`config.mk`:
```
export PLATFORM = sky130hd
export DESIGN_NAME = rat_int_ctrl
export DESIGN_NICKNAME = d
export VERILOG_FILES = /design/src/rtl/rat_int_pkg.sv /design/src/rtl/rat_int_edge.sv /design/src/rtl/rat_int_ctrl.sv
export SDC_FILE = /design/constraint.sdc
export NUM_CORES = 1
export LEC_CHECK = 0
export ABC_CLOCK_PERIOD_IN_PS = 6600
export CAP_MARGIN = 10
export CORE_MARGIN = 8
export CORE_UTILIZATION = 35
export DETAILED_ROUTE_END_ITERATION = 10
export PLACE_DENSITY = 0.61
export SYNTH_ARGS = -nofsm -noshare
export SYNTH_HDL_FRONTEND = slang
export SYNTH_SLANG_ARGS = --single-unit
```
`constraint.sdc`:
```
create_clock -name clk -period 6.6 [get_ports clk]
set_input_delay 1.32 -clock clk [delete_from_list [all_inputs] [get_ports clk]]
set_output_delay 1.32 -clock clk [all_outputs]
set_load 0.01 [all_outputs]
```
`src/rtl/rat_int_pkg.sv`:
```
// Shared definitions for the RAT MCU interrupt controller.
package rat_int_pkg;

  localparam logic [1:0] REG_MASK = 2'd0;
  localparam logic [1:0] REG_PEND = 2'd1;
  localparam logic [1:0] REG_STAT = 2'd2;
  localparam logic [1:0] REG_EOI  = 2'd3;

  typedef enum logic [1:0] {
    IDLE    = 2'd0,
    ASSERT  = 2'd1,
    SERVICE = 2'd2
  } int_state_t;

  // Index of the lowest set bit; 0 when nothing is set.
  function automatic logic [2:0] prio_enc(input logic [7:0] vec);
    logic [2:0] idx;
    idx = 3'd0;
    for (int i = 7; i >= 0; i--) begin
      if (vec[i]) idx = 3'(i);
    end
    return idx;
  endfunction

endpackage

```
`src/rtl/rat_int_edge.sv`:
```
// One request line: optional 2-flop synchroniser plus rising-edge detector.
module rat_int_edge #(
  parameter bit SYNC_EN = 1'b1
) (
  input  logic clk,
  input  logic rst_i,
  input  logic irq_i,
  output logic rise_c_o
);

  logic irq_s;
  logic irq_s_d_q;
  logic armed;

  // A line already high when reset releases is not an event: detection is
  // held off until the synchroniser and edge flop have been primed.
  if (SYNC_EN) begin : g_sync
    logic [1:0] sync_q;
    logic [2:0] arm_q;

    // Synchroniser stages and arming delay matched to their depth.
    always_ff @(posedge clk) begin
      if (rst_i) begin
        sync_q <= 2'b00;
        arm_q  <= 3'b000;
      end else begin
        sync_q <= {sync_q[0], irq_i};
        arm_q  <= {arm_q[1:0], 1'b1};
      end
    end

    assign irq_s = sync_q[1];
    assign armed = arm_q[2];
  end else begin : g_nosync
    logic arm_q;

    // Arming delay of one cycle covers the edge flop alone.
    always_ff @(posedge clk) begin
      if (rst_i) arm_q <= 1'b0;
      else       arm_q <= 1'b1;
    end

    assign irq_s = irq_i;
    assign armed = arm_q;
  end

  // Previous sample of the (synchronised) line for edge detection.
  always_ff @(posedge clk) begin
    if (rst_i) irq_s_d_q <= 1'b0;
    else       irq_s_d_q <= irq_s;
  end

  assign rise_c_o = armed & irq_s & ~irq_s_d_q;

endmodule

```
`src/rtl/rat_int_ctrl.sv`:
```
// Prioritised interrupt controller with a 4-register port-bus window.
module rat_int_ctrl
  import rat_int_pkg::*;
#(
  parameter int unsigned N_SRC   = 8,
  parameter logic [7:0]  BASE_ID = 8'h40,
  parameter bit          SYNC_EN = 1'b1
) (
  input  logic             clk,
  input  logic             RESET,
  input  logic [N_SRC-1:0] IRQ,
  input  logic [7:0]       PORT_ID,
  input  logic [7:0]       OUT_PORT,
  input  logic             IO_STRB,
  input  logic             INT_ACK,
  output logic             INTV,
  output logic [7:0]       IN_DATA,
  output logic             IN_SEL
);

  localparam logic [7:0] SRC_MASK = 8'((9'd1 << N_SRC) - 9'd1);

  if (N_SRC < 1 || N_SRC > 8) begin : g_bad_nsrc
    $error("rat_int_ctrl: N_SRC must be 1..8");
  end
  if (BASE_ID > 8'hFC) begin : g_bad_base
    $error("rat_int_ctrl: register window would wrap past 8'hFF");
  end

  logic [N_SRC-1:0] rise;
  logic [7:0]       rise8;
  logic [7:0]       win_off;
  logic             in_win;
  logic [1:0]       reg_sel;
  logic             wr_mask, wr_pend, wr_eoi;
  logic [7:0]       eligible;
  logic             ack_take;
  logic [7:0]       mask_q, mask_d;
  logic [7:0]       pend_q, pend_d;
  logic [2:0]       active_q;
  logic             isr_q;
  logic             intv_q;
  int_state_t       state_q;

  for (genvar i = 0; i < N_SRC; i++) begin : g_edge
    rat_int_edge #(.SYNC_EN(SYNC_EN)) u_edge (
      .clk      (clk),
      .rst_i    (RESET),
      .irq_i    (IRQ[i]),
      .rise_c_o (rise[i])
    );
  end

  assign rise8    = 8'(rise);
  assign win_off  = PORT_ID - BASE_ID;
  assign in_win   = (win_off < 8'd4);
  assign reg_sel  = win_off[1:0];
  assign wr_mask  = IO_STRB && in_win && (reg_sel == REG_MASK);
  assign wr_pend  = IO_STRB && in_win && (reg_sel == REG_PEND);
  assign wr_eoi   = IO_STRB && in_win && (reg_sel == REG_EOI);
  assign eligible = pend_q & mask_q;
  assign ack_take = (state_q == ASSERT) && INT_ACK;

  // Next mask/pending: W1C and ack clear first, a new edge then sets (set wins).
  always_comb begin
    mask_d = mask_q;
    pend_d = pend_q;
    if (wr_mask)  mask_d = OUT_PORT & SRC_MASK;
    if (wr_pend)  pend_d = pend_d & ~OUT_PORT;
    if (ack_take) pend_d = pend_d & ~(8'h01 << active_q);
    pend_d = (pend_d | rise8) & SRC_MASK;
  end

  // Mask and pending registers.
  always_ff @(posedge clk) begin
    if (RESET) begin
      mask_q <= 8'h00;
      pend_q <= 8'h00;
    end else begin
      mask_q <= mask_d;
      pend_q <= pend_d;
    end
  end

  // Arbitration / service FSM with registered INTV.
  always_ff @(posedge clk) begin
    if (RESET) begin
      state_q  <= IDLE;
      active_q <= 3'd0;
      isr_q    <= 1'b0;
      intv_q   <= 1'b0;
    end else begin
      case (state_q)
        IDLE: begin
          if (|eligible) begin
            state_q  <= ASSERT;
            active_q <= prio_enc(eligible);
            intv_q   <= 1'b1;
          end
        end
        ASSERT: begin
          if (INT_ACK) begin
            state_q <= SERVICE;
            isr_q   <= 1'b1;
            intv_q  <= 1'b0;
          end else if (!eligible[active_q]) begin
            state_q  <= IDLE;
            active_q <= 3'd0;
            intv_q   <= 1'b0;
          end
        end
        SERVICE: begin
          if (wr_eoi) begin
            state_q  <= IDLE;
            active_q <= 3'd0;
            isr_q    <= 1'b0;
          end
        end
        default: begin
          state_q <= IDLE;
          intv_q  <= 1'b0;
        end
      endcase
    end
  end

  assign INTV = intv_q;

  // Read mux for the IN_PORT path, driven straight from PORT_ID.
  always_comb begin
    IN_SEL  = in_win;
    IN_DATA = 8'h00;
    if (in_win) begin
      case (reg_sel)
        REG_MASK: IN_DATA = mask_q;
        REG_PEND: IN_DATA = pend_q;
        REG_STAT: IN_DATA = {isr_q, intv_q, 3'b000, active_q};
        default:  IN_DATA = 8'h00;
      endcase
    end
  end

endmodule

```
==> metrics.cfg, run 1 <==
[outcome]
status=finished clean

[die]
core_area_um2=6277
rows=29

[finish]
n_fill_cell=644
final_nets=313

[clocking]
htreeDepth=2
clockRootBuffer=clkbuf_8
cts_hold_buf=0
cts_max_path_buffers=2
insertion_delay_ns=0.30

[synthesis]
synthArstFlopShare_pct=0

[timing]
slew_headroom_pct=54.08
fin_hold_ws_ns=0.4439
maxSlewViolCount=0

[grt]
grt_pass1_vias=1821
grtUsageTotal_pct=12.25

[setup_path]
regToRegStartpoint=active_q[1]

[drt]
vias=1810
dr.pass1.iters=4

[hold_path]
min_path_type=reg -> reg

run 1: layout make-up:
| type | instances | area [um2] | share of cell area (%) |
|---|---|---|---|
| clock buffer | 5 | 68.82 | 2.488 |
| clock inverter | 3 | 21.27 | 0.7689 |
| inverter | 12 | 45.04 | 1.628 |
| multi-input combinational | 173 | 1149 | 41.52 |
| sequential | 50 | 1001 | 36.18 |
| tap | 77 | 96.34 | 3.483 |
| timing repair buffer | 39 | 385.4 | 13.93 |
run 1: cell usage after synthesis (2+ instances only):
cell type	number	share of area (%)
nor3_1	4	0.89
a21oi_1	16	3.6
clkbuf_1	11	1.8
o31ai_1	2	0.67
nor2b_1	31	8.6
nand3_1	4	0.89
o211ai_1	2	0.67
nand2b_1	3	0.83
a22oi_1	4	1.3
and2_1	4	1.1
a22o_1	2	0.78
mux2i_1	21	9.3
o21ai_0	3	0.67
ha_1	4	2.2
o311ai_0	4	1.6
nor2_1	23	3.8
a31o_2	6	2.3
nand2_1	20	3.3
or4_4	2	1.0
buf_2	2	0.44
dfxtp_1	50	44
inv_1	12	2.0
run 1: cell families (layout without fill, tap and decap cells):
logic type / Yosys count / count (layout) / share of synthesized area [%]
muxes: 21 / 21 / 9.328
DFF: 50 / 50 / 44.42
buffers and inverters: 26 / 59 / 4.609
and+or+nand+nor: 97 / 97 / 22.71
AOI/OAI and AO/OA: 51 / 51 / 16.71
adders and majority gates: 4 / 4 / 2.221
run 1: sequential cells by signal, summed over array words and instances, names as in the netlist, 2 cells and up:
signal                       cells
active_q                         3
g_edge.u_edge.g_sync.arm_q       3
g_edge.u_edge.g_sync.sync_q     16
g_edge.u_edge.irq_s_d_q          8
mask_q                           8
pend_q                           8
state_q                          2
run 1: worst max-delay path: stages:
cell and delay [ns]:
clkdlybuf4s50_1 0.40, or4_4 0.56, or2_2 0.40, nor3_1 0.20, clkdlybuf4s50_1 0.57
run 1: metrics by stage:
step	setup WS [ns]	cell area, um2	cells	power, mW
2_1_floorplan	2.676	2253	249	0.3771
3_3_place_gp	1.867	2676	351	0.4088
3_5_place_dp	1.823	2676	351	0.4098
4_1_cts	1.818	2766	359	0.5866
5_1_grt	1.706	2766	359	0.6063
6_report	1.830	2766	359	0.5792
run 1: worst paths after layout:
kind / slack, ns / endpoint / cells past startpoint
worst max-delay path: 1.83 / IN_DATA[3] / 5
worst min-delay path: 0.44 / g_edge[6].u_edge.g_sync.sync_q[1] / 1
worst max register to register: 4.63 / active_q[0] / 5
worst min register to register: 0.44 / g_edge[6].u_edge.g_sync.sync_q[1] / 1
run 1: power groups by stage:
stage               Sequential [mW]  Combinational (mW)  Clock (mW)
floorplan                     0.327              0.0505           0
global placement              0.328              0.0811           0
detailed placement            0.328              0.0815           0
CTS                           0.321              0.0819       0.184
global route                  0.322              0.0895       0.194
finish                        0.321              0.0810       0.177
run 1: layer usage:
metal	wire length (um)	track usage, %	part of all wire [%]	vias to the layer above
met5	0	0	0	-
met4	89	3.969	1.7	0
met3	376	3.744	7.0	10
met2	2419	20.37	45	44
met1	2454	14.67	46	826
li1	-	-	-	930
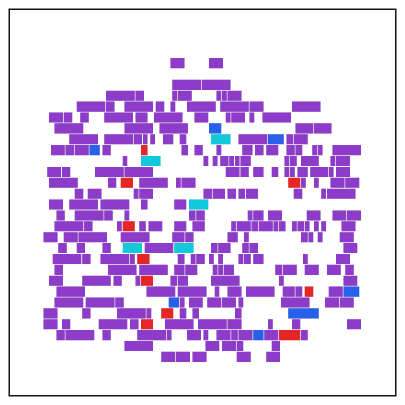
*Drive-strength map, run 1*
Drawn at 4 px/um.
Key: x3 and x4 = blue [cells 7, share 2.5%]; x2 = red [cells 10, share 3.5%, most used a31o_2]; x6 and larger = cyan [cells 5, share 1.8%, most used clkbuf_8]; x1 and smaller = purple [cells 260, share 92%, most used dfxtp_1]

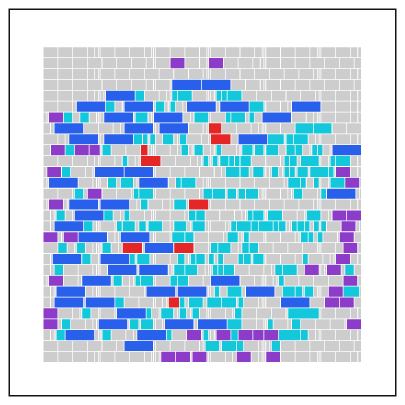
*Placement by cell class, run 1*
Drawn at 4 px/um. Fill, decap, tap and diode cells in grey.
Key: sequential cells = blue [cells 50, share of their area 37%]; clock drivers and dummy loads = red [cells 8, share of their area 3.4%]; remaining buffers and delay cells = purple [cells 39, share of their area 14%]; remaining logic cells = cyan [cells 185, share of their area 45%]

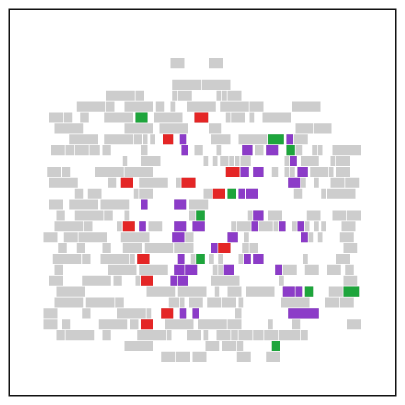
*Logic cells by family, run 1*
Drawn at 4 px/um.
Key: aoi and oai cells = purple [cells 39, most used a21oi_1]; non-inverting ao/oa cells = red [cells 12, most used a31o_2]; and/or cells = green [cells 9, most used and2_1]
non-filler instance count after layout: 359
Top cell excl fill/tap: dfxtp_1

## Run 2: what changed since run 1
--- a/config.mk
+++ b/config.mk
@@ -5,7 +5,7 @@
 export SDC_FILE = /design/constraint.sdc
 export NUM_CORES = 1
 export LEC_CHECK = 0
-export ABC_CLOCK_PERIOD_IN_PS = 6600
+export ABC_CLOCK_PERIOD_IN_PS = 4800
 export CAP_MARGIN = 10
 export CORE_MARGIN = 8
 export CORE_UTILIZATION = 35
==> constraint.sdc (replaced) <==
create_clock -name clk -period 4.8 [get_ports clk]
set_input_delay 0.96 -clock clk [delete_from_list [all_inputs] [get_ports clk]]
set_output_delay 0.96 -clock clk [all_outputs]
set_load 0.01 [all_outputs]
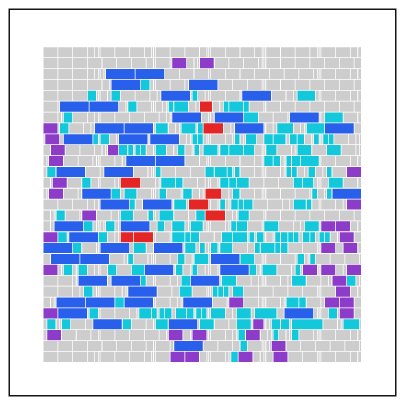
*Placement by cell class, run 2*
Drawn at 4 px/um. Fill, decap, tap and diode cells in grey.
Key: remaining logic cells = cyan [cells 185, share of their area 45%]; remaining buffers and delay cells = purple [cells 39, share of their area 14%]; clock drivers and dummy loads = red [cells 8, share of their area 3.6%]; sequential cells = blue [cells 50, share of their area 37%]

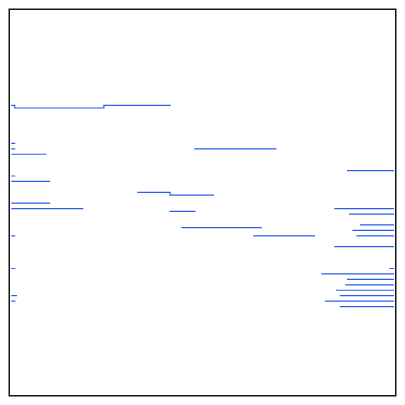
*Metal 3, run 2*
Drawn at 4 px/um.
31 nets have wire on it. The layer holds 6.4% of the routed length. The wires run mostly horizontal.

==> run 2 against run 1 <==
Sequential cell count did not move. Register-to-register slack got worse by 1.8 ns. Synthesized area did not move. Clock skew rose by 0.0036 ns. Non-clock buffer count did not move. Largest power group unchanged. Die area did not move. Combinational power rose by about 40%.
==> metrics.cfg, run 2 <==
[outcome]
status=finished clean

[setup_path]
worstPathRequired_ns=3.84

[synthesis]
synthArstFlopShare_pct=0
top_cell=dfxtp_1
synth_stat.cells=249
area_leaders=dfxtp_1 (44%), mux2i_1 (9.3%), nor2b_1 (8.6%)
synth_top_area_share_pct=44.42
flop_cell=dfxtp_1
common_cells=dfxtp_1 (50), nor2b_1 (31), nor2_1 (23)
synth_top_cell_by_area=dfxtp_1

[die]
core_area_um2=6277
rows=29
die_width_um=96.24

[timing]
tightest_slew_ns=0.5455
slew_headroom_pct=62.69
maxSlewViolCount=0

[finish]
final_nets=313
largest_reg_flops=16
max_flop_register=g_edge.u_edge.g_sync.sync_q
n_fill_cell=642
lay_top_count=dfxtp_1

[clocking]
clockRootBuffer=clkbuf_8
htreeDepth=2
cts_hold_buf=0
insertion_delay_ns=0.30
cts_max_path_buffers=2

[grt]
grt_pass1_vias=1813
grtUsageTotal_pct=12.46

[drt]
vias=1813
dr.pass1.iters=4

[hold_path]
min_path_type=reg -> reg

run 2: worst max-delay path: stages:
cell             delay, ns
clkdlybuf4s50_1       0.40
or4_4                 0.55
or2_2                 0.40
nor3_1                0.22
clkdlybuf4s50_1       0.59
run 2: final cells by class:
type / instances / area (um2) / share of cell area, %
multi-input combinational: 173 / 1149 / 41.41
sequential: 50 / 1001 / 36.08
timing repair buffer: 39 / 385.4 / 13.89
tap: 77 / 96.34 / 3.473
clock buffer: 5 / 68.82 / 2.481
inverter: 12 / 45.04 / 1.624
clock inverter: 3 / 28.78 / 1.037
run 2: final timing paths:
path,cells after the start,to,startpoint,slack [ns]
worst min register to register,1,g_edge[5].u_edge.g_sync.sync_q[1],g_edge[5].u_edge.g_sync.sync_q[0],0.44
worst min-delay path,1,g_edge[5].u_edge.g_sync.sync_q[1],g_edge[5].u_edge.g_sync.sync_q[0],0.44
worst max register to register,5,active_q[0],active_q[1],2.79
worst max-delay path,5,IN_DATA[5],PORT_ID[4],0.72
run 2: per-stage QoR:
step                instance area (um2)  setup slack, ns  hold slack, ns  utilization, %  cells
CTS                                2774           0.6968          0.4495           44.19    359
global route                       2774           0.6322          0.4613           44.19    359
floorplan                          2253            1.596          0.4138               -    249
finish                             2774           0.7207          0.4424           44.19    359
detailed placement                 2676           0.6958          0.4242           42.64    351
global placement                   2676           0.7889          0.4158           42.64    351
run 2: per-layer routing:
metal	GRT usage, %	routed length, um	up-vias
met2	21.11	2628	37
li1	-	-	918
met1	15.21	2451	856
met5	0	0	-
met4	3.585	26	0
met3	3.042	351	2
run 2: cell families after synthesis:
| kind of cell | Yosys count | share of synthesized area (%) |
|---|---|---|
| multiplexers | 21 | 9.328 |
| AND/OR/NAND/NOR | 97 | 22.71 |
| AND-OR/OR-AND | 51 | 16.71 |
| flip-flops | 50 | 44.42 |
| buffers and inverters | 26 | 4.609 |
| adder cells (fa/ha/maj) | 4 | 2.221 |
run 2: power breakdown:
part | internal (mW) | switching (mW) | total (mW) | leakage (nW)
Clock | 0.108 | 0.153 | 0.261 | 0.0502
Sequential | 0.432 | 0.00916 | 0.441 | 0.408
Combinational | 0.0590 | 0.0538 | 0.113 | 0.579
## Run 3: what changed since run 2
--- a/config.mk
+++ b/config.mk
@@ -5,7 +5,7 @@
 export SDC_FILE = /design/constraint.sdc
 export NUM_CORES = 1
 export LEC_CHECK = 0
-export ABC_CLOCK_PERIOD_IN_PS = 4800
+export ABC_CLOCK_PERIOD_IN_PS = 4180
 export CAP_MARGIN = 10
 export CORE_MARGIN = 8
 export CORE_UTILIZATION = 35
==> constraint.sdc (replaced) <==
create_clock -name clk -period 4.18 [get_ports clk]
set_input_delay 0.836 -clock clk [delete_from_list [all_inputs] [get_ports clk]]
set_output_delay 0.836 -clock clk [all_outputs]
set_load 0.01 [all_outputs]
==> run 3 against run 2 <==
Register-to-register slack lost 0.59 ns. Highest routed layer unchanged. Critical path depth is the same. Setup slack got worse by 0.32 ns. Synthesized cell count did not move. Clock skew rose by 0.0069 ns. Critical endpoint unchanged.
==> metrics.cfg, run 3 <==
[outcome]
status=finished clean

[synthesis]
simple_gate_share_pct=22.71
topCombFamilyByArea=simple AND/OR/NAND/NOR gates
ys_sh_mux_pct=9.328
flop_cell=dfxtp_1
synthArstFlopShare_pct=0
synth_stat.cells=249
xor_share_pct=0
adder_share_pct=2.221
ys_sh_aoi_pct=16.71
area_leaders=dfxtp_1 (44%), mux2i_1 (9.3%), nor2b_1 (8.6%)

[finish]
final_nets=315
max_flop_register=g_edge.u_edge.g_sync.sync_q
final_area_um2=2789
lay_top_count=dfxtp_1
n_fill_cell=631
largest_reg_flops=16
utilization_pct=44.43
diodes=0

[clocking]
cts_max_path_buffers=2
cts_sinks=50
cts_hold_buf=0
insertion_delay_ns=0.31
clockRootBuffer=clkbuf_8
cts-resized-gates=0

[grt]
overflow=0
grtUsageTotal_pct=12.29
grt_max_degree=26
grt_pass1_vias=1868

[timing]
worst_slack_ns=0.3996
tightest_slew_ns=0.5799
maxSlewViolCount=0
fin_hold_ws_ns=0.4409
slew_headroom_pct=60.34
rsz0062_at_grt=false

[drt]
dr.pass1.iters=4
vias=1817

[die]
rows=29
core_area_um2=6277

[hold_path]
min_path_type=reg -> reg

[placed_design]
dpl.cell_count=353
pre_cts_ws_ns=0.3868
place_area_um2=2691

[power]
total_power_mw=0.9419

[setup_path]
worstPathRequired_ns=3.34

run 3: cell types whose count changed in the layout (fill, tap and decap cells not counted), sizes merged:
cell  previous run  this run
buf              2         4
run 3: final timing paths:
path	from	to	slack [ns]	depth (start not counted)
worst max-delay path	PORT_ID[4]	IN_DATA[5]	0.40	5
worst max register to register	active_q[1]	active_q[0]	2.20	5
worst min register to register	g_edge[4].u_edge.g_sync.arm_q[0]	g_edge[4].u_edge.g_sync.arm_q[1]	0.44	1
worst min-delay path	g_edge[4].u_edge.g_sync.arm_q[0]	g_edge[4].u_edge.g_sync.arm_q[1]	0.44	1
run 3: power by group:
group	internal (mW)	switching (mW)	total (mW)
combinational	0.0686	0.0616	0.130
clock	0.124	0.180	0.305
sequential	0.496	0.0110	0.507
total	0.689	0.253	0.942
run 3: cells by family (layout without fill, tap and decap cells):
kind of cell,after synthesis,in the layout
AOI/OAI and AO/OA,51,51
adders and majority gates,4,4
buffers and inverters,26,61
DFF,50,50
muxes,21,21
and+or+nand+nor,97,97
run 3: critical path: stages:
cell and delay [ns]:
clkdlybuf4s50_1 0.40, or4_4 0.55, or2_2 0.40, nor3_1 0.20, clkdlybuf4s50_1 0.56
run 3: layout make-up:
| cell class | count | area [um2] | share of cell area, % |
|---|---|---|---|
| multi-input cells | 173 | 1149 | 41.18 |
| well taps | 77 | 96.34 | 3.454 |
| repair buffers | 41 | 400.4 | 14.36 |
| inverters | 12 | 45.04 | 1.615 |
| flip-flops and latches | 50 | 1001 | 35.89 |
| clock buffers | 5 | 68.82 | 2.467 |
| clock inverters | 3 | 28.78 | 1.032 |
run 3: per-layer routing:
metal  part of all wire, %  vias to the layer above  GRT usage (%)
met5                     0                        -              0
met3                   5.8                        8          2.964
met4                  0.99                        0          3.329
li1                      -                      931              -
met1                    48                      840          15.54
met2                    45                       38          20.32
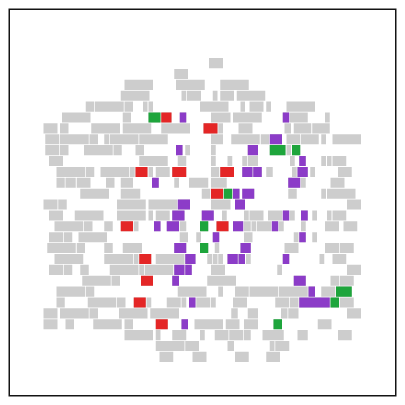
*Logic cells by family, run 3*
Drawn at 4 px/um.
Key: non-inverting ao/oa cells = red [cells 12, most used a31o_2]; and/or cells = green [cells 9, most used and2_1]; aoi and oai cells = purple [cells 39, most used a21oi_1]
non-filler instance count after layout: 361
Comb/total area: 41.18%

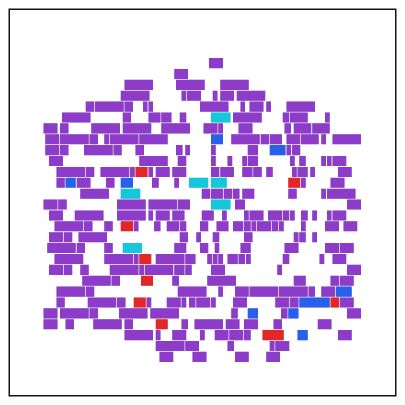
*Drive-strength map, run 3*
Drawn at 4 px/um.
Key: x2 = red [cells 9, share 3.2%, most used a31o_2]; x3 and x4 = blue [cells 9, share 3.2%, most used buf_4]; x1 and smaller = purple [cells 260, share 92%, most used dfxtp_1]; x6 and larger = cyan [cells 6, share 2.1%, most used clkbuf_8]

Power figures rest on the tool's default switching activity, not on a simulated workload.
